--- config.mk ---
export PLATFORM = sky130hd
export DESIGN_NAME = mult_div_unit_flat
export DESIGN_NICKNAME = d
export VERILOG_FILES = /design/src/rtl/mult_div_unit_if.sv /design/src/rtl/mult_div_unit.sv /design/src/flat_wrapper.sv
export SDC_FILE = /design/constraint.sdc
export NUM_CORES = 1
export LEC_CHECK = 0
export CORE_MARGIN = 5
export CORE_UTILIZATION = 40
export CTS_CLUSTER_SIZE = 12
export DETAILED_ROUTE_END_ITERATION = 10
export GPL_ROUTABILITY_DRIVEN = 0
export SLEW_MARGIN = 5
export SYNTH_ARGS = -nofsm -noshare
export SYNTH_HDL_FRONTEND = slang
export SYNTH_SLANG_ARGS = --single-unit
--- constraint.sdc ---
create_clock -name clk -period 5.5 [get_ports clk]
set_clock_uncertainty 0.05 [all_clocks]
set_input_delay 0.55 -clock clk [delete_from_list [all_inputs] [get_ports clk]]
set_output_delay 0.55 -clock clk [all_outputs]
set_load 0.05 [all_outputs]
--- src/rtl/mult_div_unit_if.sv ---
// Bus between the control unit and the signed multiply/divide unit.
// Holds the start strobes, operands, HI/LO results and status flags.
interface mult_div_unit_if #(parameter int WIDTH = 32);
  // Start protocol: multOP/divOP are sampled only when busy is low.
  // A request made while busy is dropped, not queued.
  // done pulses for one cycle once Hi/Lo hold the new result.
  logic             multOP;
  logic             divOP;
  logic [WIDTH-1:0] A;
  logic [WIDTH-1:0] B;
  logic [WIDTH-1:0] Hi;
  logic [WIDTH-1:0] Lo;
  logic             busy;
  logic             done;
  logic             divByZero;
  logic [1:0]       dbg_state;

  modport master (
    output multOP, divOP, A, B,
    input  Hi, Lo, busy, done, divByZero, dbg_state
  );

  modport slave (
    input  multOP, divOP, A, B,
    output Hi, Lo, busy, done, divByZero, dbg_state
  );
endinterface

--- src/rtl/mult_div_unit.sv ---
// Sequential signed multiply (radix-2 Booth) and restoring divide for the MIPS HI/LO path.
// Optional MULTDIV_FAST_ZERO_EN: a multiply by zero skips the iterations.
module mult_div_unit #(
    parameter int WIDTH = 32
) (
    input logic           clk,
    input logic           reset,
    mult_div_unit_if.slave bus
);

    localparam int CW = $clog2(WIDTH + 1);

    typedef enum logic [1:0] {IDLE = 2'd0, MULT = 2'd1, DIV = 2'd2, FINISH = 2'd3} state_t;

    state_t             state, next_state;
    logic   [CW-1:0]    cnt;
    logic   [2*WIDTH:0] acc;
    logic   [WIDTH-1:0] mcand;
    logic   [WIDTH-1:0] rem;
    logic   [WIDTH-1:0] quo;
    logic   [WIDTH-1:0] dvsr;
    logic               neg_q;
    logic               neg_r;
    logic   [WIDTH-1:0] hi_q;
    logic   [WIDTH-1:0] lo_q;
    logic               dbz_q;
    logic               start_mult;
    logic               start_div;
    logic               dbz_req;
    logic               last_step;
    logic   [WIDTH:0]   booth_sum;
    logic   [2*WIDTH:0] booth_next;
    logic   [WIDTH:0]   rem_shift;
    logic   [WIDTH:0]   trial;
    logic   [WIDTH-1:0] rem_next;
    logic               q_bit;
    logic   [WIDTH-1:0] a_mag;
    logic   [WIDTH-1:0] b_mag;

    assign last_step = (cnt == CW'(WIDTH));

    always_ff @(posedge clk or negedge reset) begin
        if (!reset) state <= IDLE;
        else        state <= next_state;
    end

    always_comb begin
        next_state = state;
        start_mult = 1'b0;
        start_div  = 1'b0;
        dbz_req    = 1'b0;
        case (state)
            IDLE: begin
                if (bus.multOP) begin
                    next_state = MULT;
                    start_mult = 1'b1;
                end else if (bus.divOP) begin
                    if (bus.B == '0) begin
                        dbz_req = 1'b1;
                    end else begin
                        next_state = DIV;
                        start_div  = 1'b1;
                    end
                end
            end
            MULT, DIV: if (last_step) next_state = FINISH;
            FINISH:    next_state = IDLE;
            default:   next_state = IDLE;
        endcase
    end

    // Booth step: the add is done one bit wider so -2^(WIDTH-1) multiplicands cannot overflow.
    always_comb begin
        booth_sum = {acc[2*WIDTH], acc[2*WIDTH:WIDTH+1]};
        case (acc[1:0])
            2'b01:   booth_sum = booth_sum + {mcand[WIDTH-1], mcand};
            2'b10:   booth_sum = booth_sum - {mcand[WIDTH-1], mcand};
            default: booth_sum = booth_sum;
        endcase
        booth_next = {booth_sum, acc[WIDTH:1]};
    end

    always_comb begin
        rem_shift = {rem, quo[WIDTH-1]};
        trial     = rem_shift - {1'b0, dvsr};
        q_bit     = ~trial[WIDTH];
        rem_next  = q_bit ? trial[WIDTH-1:0] : rem_shift[WIDTH-1:0];
        a_mag     = bus.A[WIDTH-1] ? -bus.A : bus.A;
        b_mag     = bus.B[WIDTH-1] ? -bus.B : bus.B;
    end

    always_ff @(posedge clk or negedge reset) begin
        if (!reset) begin
            cnt   <= '0;
            acc   <= '0;
            mcand <= '0;
            rem   <= '0;
            quo   <= '0;
            dvsr  <= '0;
            neg_q <= 1'b0;
            neg_r <= 1'b0;
            hi_q  <= '0;
            lo_q  <= '0;
            dbz_q <= 1'b0;
        end else begin
            dbz_q <= dbz_req;
            case (state)
                IDLE: begin
                    cnt <= '0;
                    if (start_mult) begin
                        acc   <= {{WIDTH{1'b0}}, bus.B, 1'b0};
                        mcand <= bus.A;
`ifdef MULTDIV_FAST_ZERO_EN
                        // Parking the counter at its end value sends the next edge to FINISH.
                        if (bus.A == '0 || bus.B == '0) begin
                            acc <= '0;
                            cnt <= CW'(WIDTH);
                        end
`endif
                    end
                    if (start_div) begin
                        rem   <= '0;
                        quo   <= a_mag;
                        dvsr  <= b_mag;
                        neg_q <= bus.A[WIDTH-1] ^ bus.B[WIDTH-1];
                        neg_r <= bus.A[WIDTH-1];
                    end
                end
                MULT: begin
                    if (!last_step) begin
                        acc <= booth_next;
                        cnt <= cnt + 1'b1;
                    end else begin
                        hi_q <= acc[2*WIDTH:WIDTH+1];
                        lo_q <= acc[WIDTH:1];
                    end
                end
                DIV: begin
                    if (!last_step) begin
                        rem <= rem_next;
                        quo <= {quo[WIDTH-2:0], q_bit};
                        cnt <= cnt + 1'b1;
                    end else begin
                        hi_q <= neg_r ? -rem : rem;
                        lo_q <= neg_q ? -quo : quo;
                    end
                end
                default: cnt <= '0;
            endcase
        end
    end

    assign bus.Hi        = hi_q;
    assign bus.Lo        = lo_q;
    assign bus.busy      = (state != IDLE);
    assign bus.done      = (state == FINISH);
    assign bus.divByZero = dbz_q;
    assign bus.dbg_state = state;

endmodule

--- src/flat_wrapper.sv ---
// flat-port wrapper written by rule: the top's interface ports become plain ports
module mult_div_unit_flat 
#(
    parameter int WIDTH = 32
)
  (clk, reset, bus_multOP, bus_divOP, bus_A, bus_B, bus_Hi, bus_Lo, bus_busy, bus_done, bus_divByZero, bus_dbg_state);
  mult_div_unit_if #(.WIDTH(WIDTH)) bus_i ();
  input logic clk;
  input logic reset;
  input wire logic [$bits(bus_i.multOP)-1:0] bus_multOP;
  input wire logic [$bits(bus_i.divOP)-1:0] bus_divOP;
  input wire logic [$bits(bus_i.A)-1:0] bus_A;
  input wire logic [$bits(bus_i.B)-1:0] bus_B;
  output wire logic [$bits(bus_i.Hi)-1:0] bus_Hi;
  output wire logic [$bits(bus_i.Lo)-1:0] bus_Lo;
  output wire logic [$bits(bus_i.busy)-1:0] bus_busy;
  output wire logic [$bits(bus_i.done)-1:0] bus_done;
  output wire logic [$bits(bus_i.divByZero)-1:0] bus_divByZero;
  output wire logic [$bits(bus_i.dbg_state)-1:0] bus_dbg_state;
  assign bus_i.multOP = bus_multOP;
  assign bus_i.divOP = bus_divOP;
  assign bus_i.A = bus_A;
  assign bus_i.B = bus_B;
  assign bus_Hi = bus_i.Hi;
  assign bus_Lo = bus_i.Lo;
  assign bus_busy = bus_i.busy;
  assign bus_done = bus_i.done;
  assign bus_divByZero = bus_i.divByZero;
  assign bus_dbg_state = bus_i.dbg_state;
  mult_div_unit #(.WIDTH(WIDTH)) u_core (.clk(clk), .reset(reset), .bus(bus_i));
endmodule
Fig. 1: run 1, sequential cells grouped by signal name
Drawn at 2 px/um. Other sequential cells in the stronger gray, the rest of the logic in the fainter gray.
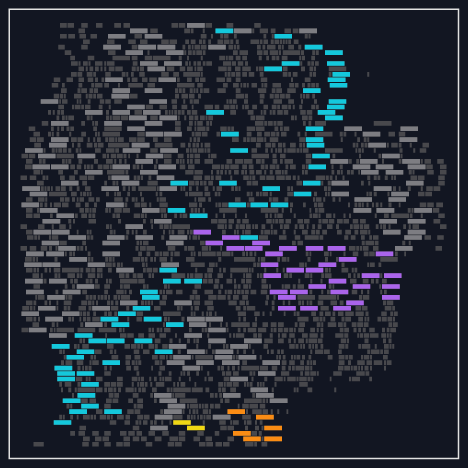
Yellow shows u_core.bus.dbg_state, flops 2. Orange shows u_core.cnt, flops 6, where bottom center. Purple shows u_core.rem, flops 32. Cyan shows u_core.acc, flops 65.
Another 163 sequential cells are not colored.
fin util: 0.471
register share of the cell area: 0.315
seq pwr: 3.91 mW

Fig. 2: run 1, zoomed window
Window x 92 to 132, y 137 to 177 um. Cells in gray, sequential cells in the stronger gray; small squares are vias.
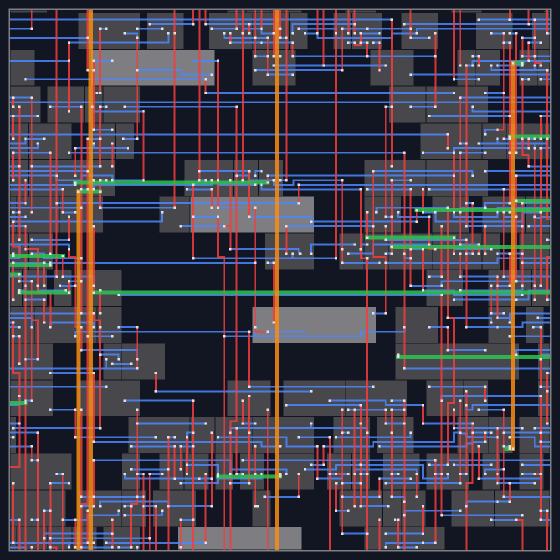
Orange shows M4. Blue shows M1. Red shows M2. Green shows M3.
Most frequent: a21oi_1 (16), ha_1 (14). Sequential cells in the window: 4. 118 logic cells have their middle in the window. Netlist names of flops here include u_core.acc (4).

Fig. 3: run 1, track usage over the die
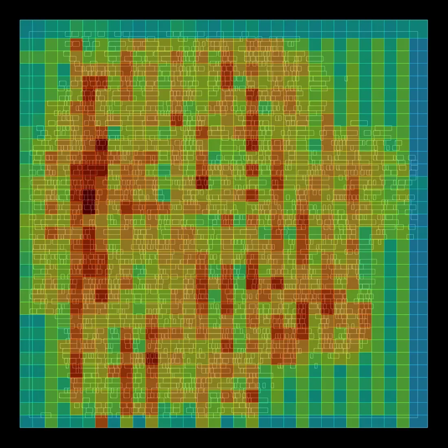
met1 Use GR: 0.305
Total GRT Usage: 0.219

==> run_results.csv, run 1 <==
group,metric,value,unit
routing,wl_met2,26100,um
outcome,run_status,"complete, no violations",
critical_path,cp_max_fo,8,
timing,fmax,218,MHz
clock_tree,cts_buffers,34,
yosys,synth_seq_share,0.366,
yosys,top_logic_kind,"AND-OR/OR-AND gates",
grt,grt_pass1_vias,15600,
clock_tree,clkSinkCount,268,
routing,routed-wl-met3,2410,um
timing,min_period,4590,ps
power,power_combinational,9.71,mW
routing,routedWlPerCell,19.4,um
yosys,numSynthFlops,268,
yosys,ys_sh_xor,0.0890,
finish,lay_top_count,"o21ai_0",
grt,grt_first_pass_wirelength,88400,um
yosys,fp_nets,2305,
critical_path,start_kind,"flop",
yosys,ys_types,77,
clock_tree,htreeDepth,2,
critical_path,r2r_cells,15,
critical_path,regToRegEndpoint,"u_core.acc[63]",
critical_path,cp-end-kind,"flop",
yosys,syn_area_per_cell,8.48,um2
finish,comb_share,0.509,
critical_path,cp_num_buf_inv,0,
yosys,yosys.area_share.aoi,0.226,
finish,flops,268,
timing,fin_ws,908,ps
finish,biggestCellCategory,"logic gates",
critical_path,critical_path_class,"flop to flop",
clock_tree,clkLatencyLatePin,540,ps
floorplan,core-area,45300,um2
power,cell_internal_pwr,7.94,mW
yosys,ys_area,18300,um2
grt,grt_util_met3,0.0273,
placed_design,place.detailed.hpwl,42500,um
timing,slew_headroom,0.301,
routing,drtIter0Drc,1168,
power,pwr-share-clk,0.142,
yosys,mux_area_frac,0.0586,
yosys,common_cells,"o21ai_0 (310), nand2_1 (297), dfrtp_1 (268)",
grt,overflow,0,
finish,clkbuf_count,49,
power,p_sw_frac,0.500,
power,power_density,745,nW/um2
routing,wirelength,55700,um
finish,largest_register,"u_core.acc",
routing,num_vias,16000,
timing,worst_pin_slew,1040,ps
critical_path,cpMaxStageDelayCell,"or4_1",
power,power_leakage,9.11,nW
placed_design,place_ws,1040,ps
yosys,synth.top_cell.area_share,0.366,
finish,layout.nonclk_buf_frac,0.0744,
finish,synthToLayoutAreaGrowth,16.5,%
floorplan,rows,78,
flow_run,warnings,35,
yosys,ys_sh_simple,0.164,
yosys,synthTopCellsByArea,"dfrtp_1 (37%), o21ai_0 (8.5%), nand2_1 (6.1%), ha_1 (5.3%), xnor2_1 (4.7%)",
floorplan,floorplan.core_util,0.404,
power,peakVddDrop,0.000358,V
clock_tree,cts_root_buffer,"clkbuf_16",
finish,finalInstanceArea,21300,um2
power,pwr-share-comb,0.612,
power,power_clock,2.25,mW
yosys,adder_share,0.0548,
placed_design,place_area,20200,um2
finish,inverters,77,
grt,antenna_found_initial,0,
routing,dr.pass1.iters,5,
critical_path,cp.depth,15,
yosys,ff_type,"dfrtp_1",
grt,grt_max_degree,114,
routing,final_antenna_net_count,0,
finish,regArea,6710,um2
power,finalPower,15.9,mW
yosys,async_flop_share,1.00,
yosys,synthCells,2158,
==> run 1 -> run 2 <==
==> constraint.sdc (replaced) <==
create_clock -name clk -period 4.2 [get_ports clk]
set_clock_uncertainty 0.05 [all_clocks]
set_input_delay 0.42 -clock clk [delete_from_list [all_inputs] [get_ports clk]]
set_output_delay 0.42 -clock clk [all_outputs]
set_load 0.05 [all_outputs]
Fig. 4: run 2, zoomed window
Window x 92 to 132, y 137 to 177 um. Cells in gray, sequential cells in the stronger gray; small squares are vias.
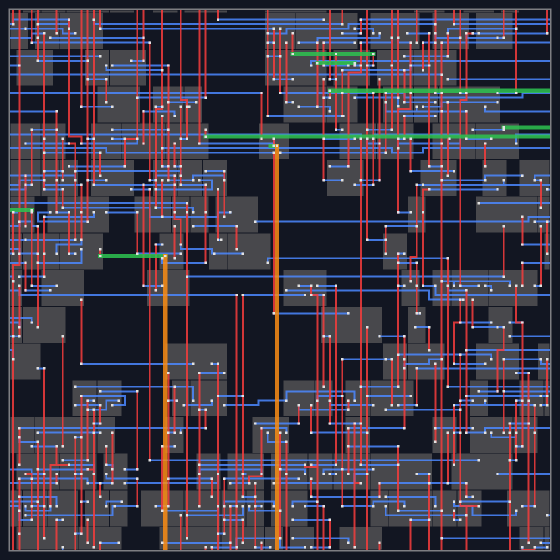
Red shows M2. Blue shows M1. Orange shows M4. Green shows M3.
Most frequent: a21oi_1 (21), xnor2_1 (14), a21o_1 (12). Sequential cells in the window: 0. 127 logic cells have their middle in the window.

==> run 2 against run 1 <==
First-iteration DRC count up 8.1%. Count of clock-buffer cells in the layout down 2. Clock power up 27%. Highest routed layer unchanged.
==> run_results.csv, run 2 <==
group,metric,value,unit
outcome,run_status,"complete, no violations",
critical_path,cp-end-kind,"flop",
yosys,async_flop_share,1.00,
grt,grt_max_degree,115,
clock_tree,cts_buffers,34,
placed_design,port_buffers,136,
finish,inverters,77,
clock_tree,postCtsHoldBufs,1,
power,power_combinational,13.0,mW
yosys,synthTopCellsByArea,"dfrtp_1 (37%), o21ai_0 (8.5%), nand2_1 (6.1%), ha_1 (5.3%), xnor2_1 (4.7%)",
finish,regArea,6710,um2
critical_path,critical_path_class,"flop to flop",
floorplan,core-area,45300,um2
yosys,syn_area_per_cell,8.48,um2
yosys,synth.top_cell.area_share,0.366,
power,cell_internal_pwr,10.5,mW
routing,num_vias,16200,
finish,clkbuf_count,47,
yosys,yosysTopAreaCell,"dfrtp_1",
yosys,ys_warn_count,0,
routing,wirelength,56100,um
power,pwr-share-comb,0.621,
routing,wl_met2,26000,um
floorplan,rows,78,
yosys,ys_area,18300,um2
grt,antenna_found_initial,0,
yosys,synthCells,2158,
finish,comb_share,0.505,
critical_path,start_kind,"flop",
timing,fmax,250,MHz
power,power_leakage,9.29,nW
power,finalPower,21.0,mW
critical_path,cpMaxStageDelayCell,"or4_4",
critical_path,cp.depth,17,
min_path,worstHoldStart,"u_core.dvsr[10]",
grt,grt_pass1_vias,15500,
yosys,ys_sh_xor,0.0890,
floorplan,taps,600,
routing,drtIter0Drc,1263,
clock_tree,clkSinkCount,268,
grt,track_usage,0.219,
floorplan,pin_count,137,
yosys,yosys.area_share.aoi,0.226,
finish,lay_top_count,"o21ai_0",
finish,seq_share,0.310,
routing,final_antenna_net_count,0,
finish,fin_util,0.477,
power,p_sw_frac,0.498,
floorplan,floorplan.core_util,0.404,
yosys,top_logic_kind,"AND-OR/OR-AND gates",
yosys,mux_area_frac,0.0586,
finish,finalInstanceArea,21600,um2
yosys,ys_types,77,
routing,routedWlPerCell,19.4,um
placed_design,place_ws,20.6,ps
yosys,synth_seq_share,0.366,
finish,layout.nonclk_buf_frac,0.0868,
routing,dr.pass1.iters,5,
clock_tree,clkLatencyLatePin,550,ps
finish,largest_register,"u_core.acc",
power,powerSeq,5.10,mW
finish,biggestCellCategory,"logic gates",
critical_path,r2r_cells,17,
power,peakVddDrop,0.000525,V
finish,synthToLayoutAreaGrowth,18.1,%
critical_path,cp_max_fo,3,
placed_design,placed_cells,2838,
grt,grt_util_met3,0.0315,
power,maxPowerGroup,"combinational logic",
grt,grt_use_met1,0.296,
clock_tree,cts_root_buffer,"clkbuf_16",
yosys,common_cells,"o21ai_0 (310), nand2_1 (297), dfrtp_1 (268)",
routing,routed-wl-met3,2660,um
grt,grt_first_pass_wirelength,88200,um
placed_design,place_area,20500,um2
power,pwr-share-clk,0.136,
yosys,numSynthFlops,268,
yosys,adder_share,0.0548,
grt,overflow,0,
yosys,fp_nets,2305,
timing,fin_ws,197,ps
critical_path,regToRegEndpoint,"u_core.acc[63]",
==> run 2 -> run 3 <==
--- a/config.mk
+++ b/config.mk
@@ -10,6 +10,7 @@
 export CTS_CLUSTER_SIZE = 12
 export DETAILED_ROUTE_END_ITERATION = 10
 export GPL_ROUTABILITY_DRIVEN = 0
+export PLACE_DENSITY = 0.68
 export SLEW_MARGIN = 5
 export SYNTH_ARGS = -nofsm -noshare
 export SYNTH_HDL_FRONTEND = slang
Fig. 5: run 3, signal wires on met2
Drawn at 1 px/um. Cells faint in the background.
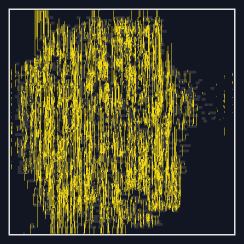
The layer carries 25.5 mm of wire. 1958 nets have wire on it. The layer holds 46% of the routed length. The wires run mostly vertical. The longest straight run is 90.1 um.
final WL: 55600 um
Vias: 16300
met2 Usage GRT: 0.346

==> run 3 against run 2 <==
Cell count is 0.10% lower. Combinational power about the same. Non-clock buffer count is 3 higher. First-iteration DRC count shrank 3.2%. Area after synthesis unchanged. Cell area rose by 0.22%. Die size did not move. Sequential share of layout area down 0.068 points. Utilization is 0.10 points higher. Worst setup slack worse by 130 ps.
==> run_results.csv, run 3 <==
group,metric,value,unit
grt,grt_util_met3,0.0263,
yosys,async_flop_share,1.00,
finish,fin_util,0.478,
finish,inverters,77,
finish,seq_share,0.310,
placed_design,port_buffers,136,
floorplan,chipArea,50100,um2
yosys,top_logic_kind,"AND-OR/OR-AND gates",
finish,finalInstanceArea,21700,um2
yosys,common_cells,"o21ai_0 (310), nand2_1 (297), dfrtp_1 (268)",
finish,nets,2421,
finish,regArea,6710,um2
routing,drt-met1-wl,24200,um
routing,routed-wl-met3,2830,um
grt,track_usage,0.215,
yosys,ys_area,18300,um2
clock_tree,cts_root_buffer,"clkbuf_16",
power,power_combinational,13.3,mW
clock_tree,clkLatencyLatePin,570,ps
yosys,synth_seq_share,0.366,
routing,drtIter0Drc,1222,
clock_tree,postCtsHoldBufs,1,
floorplan,floorplan.core_util,0.404,
yosys,mux_area_frac,0.0586,
power,peakVddDrop,0.000506,V
floorplan,rows,78,
yosys,ys_warn_count,0,
yosys,synth.top_cell.area_share,0.366,
floorplan,core-area,45300,um2
critical_path,start_kind,"flop",
grt,overflow,0,
yosys,syn_area_per_cell,8.48,um2
clock_tree,cts_buffers,30,
placed_design,place_ws,-41.1,ps
routing,wl_met2,25500,um
power,pwr-share-comb,0.628,
yosys,ys_sh_xor,0.0890,
yosys,synthTopCellsByArea,"dfrtp_1 (37%), o21ai_0 (8.5%), nand2_1 (6.1%), ha_1 (5.3%), xnor2_1 (4.7%)",
floorplan,pin_count,137,
finish,synthToLayoutAreaGrowth,18.3,%
yosys,adder_share,0.0548,
power,finalPower,21.1,mW
critical_path,regToRegEndpoint,"u_core.acc[61]",
critical_path,critical_path_class,"flop to flop",
finish,layout.nonclk_buf_frac,0.0888,
clock_tree,clkSinkCount,268,
finish,clkbuf_count,46,
critical_path,cp_max_fo,4,
power,power_leakage,9.29,nW
power,cell_internal_pwr,10.6,mW
power,pwr-share-clk,0.132,
finish,lay_top_count,"o21ai_0",
yosys,yosysTopAreaCell,"dfrtp_1",
routing,avgViaCountPerCell,5.64,
critical_path,r2r_cells,14,
finish,comb_share,0.506,
yosys,ys_types,77,
routing,final_antenna_net_count,0,
power,powerSeq,5.07,mW
yosys,yosys.area_share.aoi,0.226,
grt,antenna_found_initial,0,
timing,fin_ws,71.0,ps
power,p_sw_frac,0.496,
power,maxPowerGroup,"combinational logic",
finish,biggestCellCategory,"logic gates",
routing,dr.pass1.iters,5,
finish,largest_register,"u_core.acc",
placed_design,place.detailed.hpwl,42600,um
floorplan,taps,600,
placed_design,placed_cells,2838,
critical_path,cpMaxStageDelayCell,"or4_4",
outcome,run_status,"complete, no violations",
routing,routedWlPerCell,19.2,um
Power figures rest on the tool's default switching activity, not on a simulated workload.
